===== src/rtl/int_ctrl.sv =====
// Interrupt controller: software, timer and NUM_EXT external sources, fixed priority,
// claim/complete handshake. Define INTC_EDGE_EN for edge-triggered external sources.
module int_ctrl #(
   parameter int unsigned NUM_EXT = 4
) (
   input  logic                clk_i,
   input  logic                rst_i,
   input  logic                int_timer_i,
   input  logic [NUM_EXT-1:0]  int_ext_i,
   input  logic                intc_wr_en_i,
   input  logic [19:0]         intc_wr_addr_i,
   input  logic [31:0]         intc_wr_data_i,
   input  logic                intc_rd_en_i,
   input  logic [19:0]         intc_rd_addr_i,
   output logic [31:0]         intc_rd_data_o,
   output logic                irq_o,
   output logic [4:0]          irq_id_o,
   input  logic                irq_ack_i
);

   localparam int unsigned NSRC    = NUM_EXT + 3;
   localparam logic [19:0] A_PEND  = 20'h0_0000;
   localparam logic [19:0] A_EN    = 20'h0_0004;
   localparam logic [19:0] A_MSIP  = 20'h0_0008;
   localparam logic [19:0] A_CLAIM = 20'h0_000C;

   typedef enum logic [1:0] {S_IDLE, S_REQ, S_CLAIMED} state_t;

   state_t              r_state, w_next;
   logic [4:0]          r_id, w_best;
   logic                r_msip, r_timer;
   logic [NUM_EXT-1:0]  r_ext_pend;
   logic [NSRC-1:1]     r_en;
   logic [31:0]         w_pend32, w_en32, w_active;
   logic                w_any, w_wr_en, w_wr_msip, w_claim_ok, w_unused;

   assign w_wr_en    = intc_wr_en_i && (intc_wr_addr_i == A_EN);
   assign w_wr_msip  = intc_wr_en_i && (intc_wr_addr_i == A_MSIP);
   assign w_claim_ok = intc_wr_en_i && (intc_wr_addr_i == A_CLAIM) &&
                       (r_state == S_CLAIMED) && (intc_wr_data_i[4:0] == r_id);
   assign w_unused   = &{1'b0, intc_wr_data_i};

   always_ff @(posedge clk_i) begin
      if (rst_i) begin
         r_en    <= '0;
         r_msip  <= 1'b0;
         r_timer <= 1'b0;
      end else begin
         if (w_wr_en)   r_en   <= intc_wr_data_i[NSRC-1:1];
         if (w_wr_msip) r_msip <= intc_wr_data_i[0];
         r_timer <= int_timer_i;
      end
   end

`ifdef INTC_EDGE_EN
   logic [NUM_EXT-1:0] r_ext_d;

   // A new rising edge outranks an ack-clear landing in the same cycle.
   always_ff @(posedge clk_i) begin
      if (rst_i) begin
         r_ext_d    <= '0;
         r_ext_pend <= '0;
      end else begin
         r_ext_d <= int_ext_i;
         for (int unsigned k = 0; k < NUM_EXT; k++) begin
            if (int_ext_i[k] && !r_ext_d[k])
               r_ext_pend[k] <= 1'b1;
            else if (irq_ack_i && (r_state == S_REQ) && (r_id == 5'(k + 3)))
               r_ext_pend[k] <= 1'b0;
         end
      end
   end
`else
   always_ff @(posedge clk_i) begin
      if (rst_i) r_ext_pend <= '0;
      else       r_ext_pend <= int_ext_i;
   end
`endif

   always_comb begin
      w_pend32             = '0;
      w_pend32[1]          = r_msip;
      w_pend32[2]          = r_timer;
      w_pend32[NSRC-1:3]   = r_ext_pend;
      w_en32               = '0;
      w_en32[NSRC-1:1]     = r_en;
      w_active             = w_pend32 & w_en32;
      w_any                = |w_active;
   end

   // Scan downward so the lowest active ID is the one left standing.
   always_comb begin
      w_best = '0;
      for (int unsigned i = NSRC - 1; i >= 1; i--) begin
         if (w_active[i]) w_best = 5'(i);
      end
   end

   always_ff @(posedge clk_i) begin
      if (rst_i) begin
         r_state <= S_IDLE;
         r_id    <= '0;
      end else begin
         r_state <= w_next;
         if (r_state == S_IDLE && w_any) r_id <= w_best;
      end
   end

   always_comb begin
      w_next = r_state;
      case (r_state)
         S_IDLE:    if (w_any) w_next = S_REQ;
         S_REQ: begin
            if (irq_ack_i)              w_next = S_CLAIMED;
            else if (!w_active[r_id])   w_next = S_IDLE;
         end
         S_CLAIMED: if (w_claim_ok) w_next = S_IDLE;
         default:   w_next = S_IDLE;
      endcase
   end

   always_comb begin
      irq_o    = 1'b0;
      irq_id_o = '0;
      if (r_state == S_REQ) begin
         irq_o    = 1'b1;
         irq_id_o = r_id;
      end
   end

   always_comb begin
      intc_rd_data_o = '0;
      if (intc_rd_en_i) begin
         case (intc_rd_addr_i)
            A_PEND:  intc_rd_data_o = w_pend32;
            A_EN:    intc_rd_data_o = w_en32;
            A_MSIP:  intc_rd_data_o = {31'b0, r_msip};
            A_CLAIM: intc_rd_data_o = (r_state == S_CLAIMED) ? {27'b0, r_id} : '0;
            default: intc_rd_data_o = '0;
         endcase
      end
   end

endmodule

===== config.mk =====
export PLATFORM = sky130hd
export DESIGN_NAME = int_ctrl
export DESIGN_NICKNAME = d
export VERILOG_FILES = /design/src/rtl/int_ctrl.sv
export SDC_FILE = /design/constraint.sdc
export NUM_CORES = 1
export LEC_CHECK = 0
export ABC_AREA = 1
export CAP_MARGIN = 40
export CORE_ASPECT_RATIO = 1.5
export CORE_MARGIN = 1
export CORE_UTILIZATION = 35
export CTS_CLUSTER_SIZE = 12
export DETAILED_ROUTE_END_ITERATION = 7
export GPL_TIMING_DRIVEN = 0
export MAX_ROUTING_LAYER = met4
export PLACE_DENSITY = 0.95
export SYNTH_ARGS = -nofsm -noshare
export SYNTH_HDL_FRONTEND = slang
export SYNTH_SLANG_ARGS = --single-unit

===== constraint.sdc =====
create_clock -name clk_i -period 5.5 [get_ports clk_i]
set_input_delay 1.65 -clock clk_i [delete_from_list [all_inputs] [get_ports clk_i]]
set_output_delay 1.65 -clock clk_i [all_outputs]
set_load 0.02 [all_outputs]

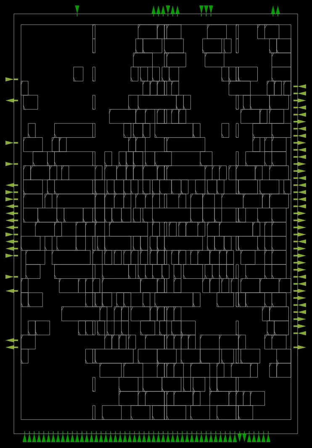
final_placement.png
Finished Layout Cells: 390
Seq/total area: 14.69%
# Taps: 45
fin util: 58.50%

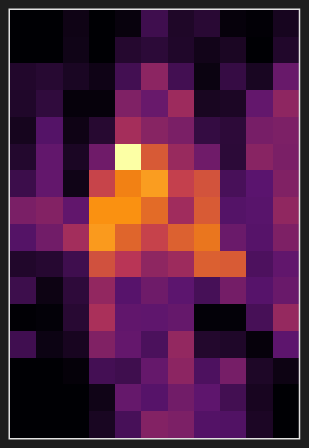
wire_density.png
11 x 16 tiles, from black (low) to pale yellow (high), scaled to the fullest tile. Values are wire area over tile area, all layers added.
The mean over all tiles is 0.15. 15% of the tiles are nearly empty. The densest ninth of the die: middle. 11% of the tiles are over half the peak.

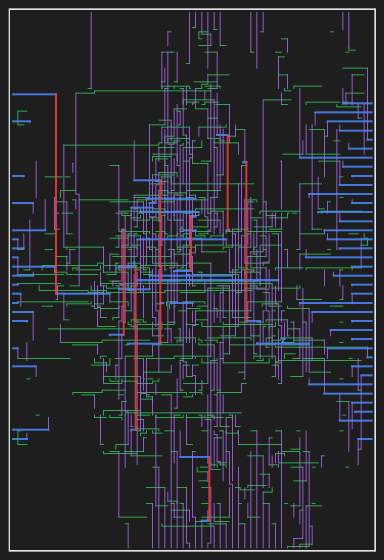
metal_stack.png
Key: purple = met2 [wire length 2020 µm]; green = met1 [wire length 1310 µm]; blue = met3 [wire length 363 µm]; red = met4 [wire length 150 µm]

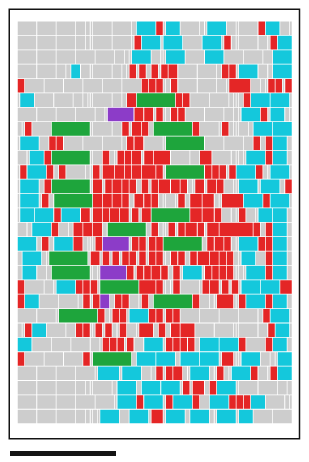
cell_classes.png
The bar under the picture is 20 µm long. Fill, decap, tap and diode cells in grey.
Key: cyan = other buffers and delay cells [cells 95, share of their area 39%]; red = all other logic [cells 229, share of their area 44%]; purple = clock drivers and dummy loads [cells 4, share of their area 2.0%]; green = flip-flops [cells 17, share of their area 15%]

==> results.yml <==
# synthesis and place-and-route metrics
run_status:
  outcome: "complete, no violations"
synthesis:
  ys_sh_adder_pct: 0
  yosys_cells: 249
  yosysWarnings: 0
  synthTopLogicFamily: "simple AND/OR/NAND/NOR gates"
  syn_inst: 249
  ys_sh_mux_pct: 0
  ys_sh_xor_pct: 0.6019
  ys_seq_share_pct: 23.39
  synth_top_area_share_pct: 23.39
  ff_type: "dfxtp_1"
  aoi_share_pct: 7.911
  syn-cell-area_mm2: 0.001455
  synth_top_cell_by_area: "dfxtp_1"
  avgSynthCellArea_um2: 5.844
  async_flop_share_pct: 0
  ys_ff: 17
clock_network:
  worstSkewPairLatency_ps: 260
  clkSlewWorstSetupHoldPaths_ps: 70
  clk_path_buf_depth: 2
  h-tree-depth: 1
  numCtsBuffers: 3
final_layout:
  buffer_area_share_pct: 37.98
  largest_reg_flops: 6
  diodes: 0
  largest_cell_class: "non-clock buffers"
  nNonClkBuffers: 95
  fillers: 365
  final_area_mm2: 0.002316
  top_regs: "r_en (6), r_ext_pend (4), r_id (3)"
  final_common_cell: "clkdlybuf4s50_1"
  ff_count: 17
  max_flop_register: "r_en"
  drive_above_1_share_pct: 12.46
  finalNetCount: 428
  n_all_inverters: 37
  seq_area_um2: 340.3
  logic_area_um2: 853.3
  syn_to_final_growth_pct: 59.16
  layout_top_cells: "66 x clkdlybuf4s50_1, 54 x nand2_1, 54 x nor2_1"
global_routing:
  grt_util_met3_pct: 2.622
  busiest_layer: "met2"
  antenna_found_initial: 0
  grt_util_met1_pct: 17.57
  grt_max_degree: 11
  first_global_vias: 1625
  overflow: 0
power_and_ir_drop:
  powerSeq_w: 0.000126
  p_sw_share_pct: 26.20
  irDropWorstVdd_mv: 0.1449
  power_frac_clock_pct: 30.7
  sequentialPowerShare_pct: 41.1
  switchingPower_w: 0.00008061
  p_comb_share_pct: 28.2
  p_int_w: 0.0002270
timing:
  hold_slack_ps: 536.3
  period_minus_slack_ps: 5236
  finalHoldViolCount: 0
  slew_violations: 0
  fmax_ghz: 0.1910
  worst_slack_ps: 264.1
worst_setup_path:
  max_stage_delay_ps: 630
  cpMostUsedCell: "clkdlybuf4s50_1"
  r2r_setup_slack_ps: 4260
  arrival_ps: 3590
  worstPathMaxFanout: 10
  worst_r2r_path_depth: 8
  critPathLaunch: "intc_rd_addr_i[7]"
  path_class: "in -> out"
  cp_top_family: "buffers and inverters"
  path_cells: "clkdlybuf4s50_1, nor2_1, nand2_1, nor2_4, nand2_2, clkinv_2, nand3_4, a21oi_1, clkdlybuf4s50_1"
  crit_path_end_kind: "output port"
  critPathBufInv: 3
  setup.worst_path.start_class: "input port"
routing:
  wl_met3_um: 363
  dr.pass1.iters: 4
  route.met2.wl_mm: 2.021
  drtIter0Drc: 56
  dr.max_layer_used: "met4"
  viasPerCell: 4.528
  drc_errors: 0
  routed-via-count: 1766
floorplanning:
  core_mm2: 0.003959
  fp.dieW_um: 54.65
  die_h_um: 80.97
  io_pins: 120
  rows: 28
  initial_core_util_pct: 36.76
hold_path:
  holdPathStages: 2
  hold_start: "r_id[2]"
  worstHoldPathType: "reg -> reg"
flow_run:
  max-cap-violations: 0
  tool_warnings: 51
placed_design:
  gp_congestion: 0.8287
  port_buffers: 66
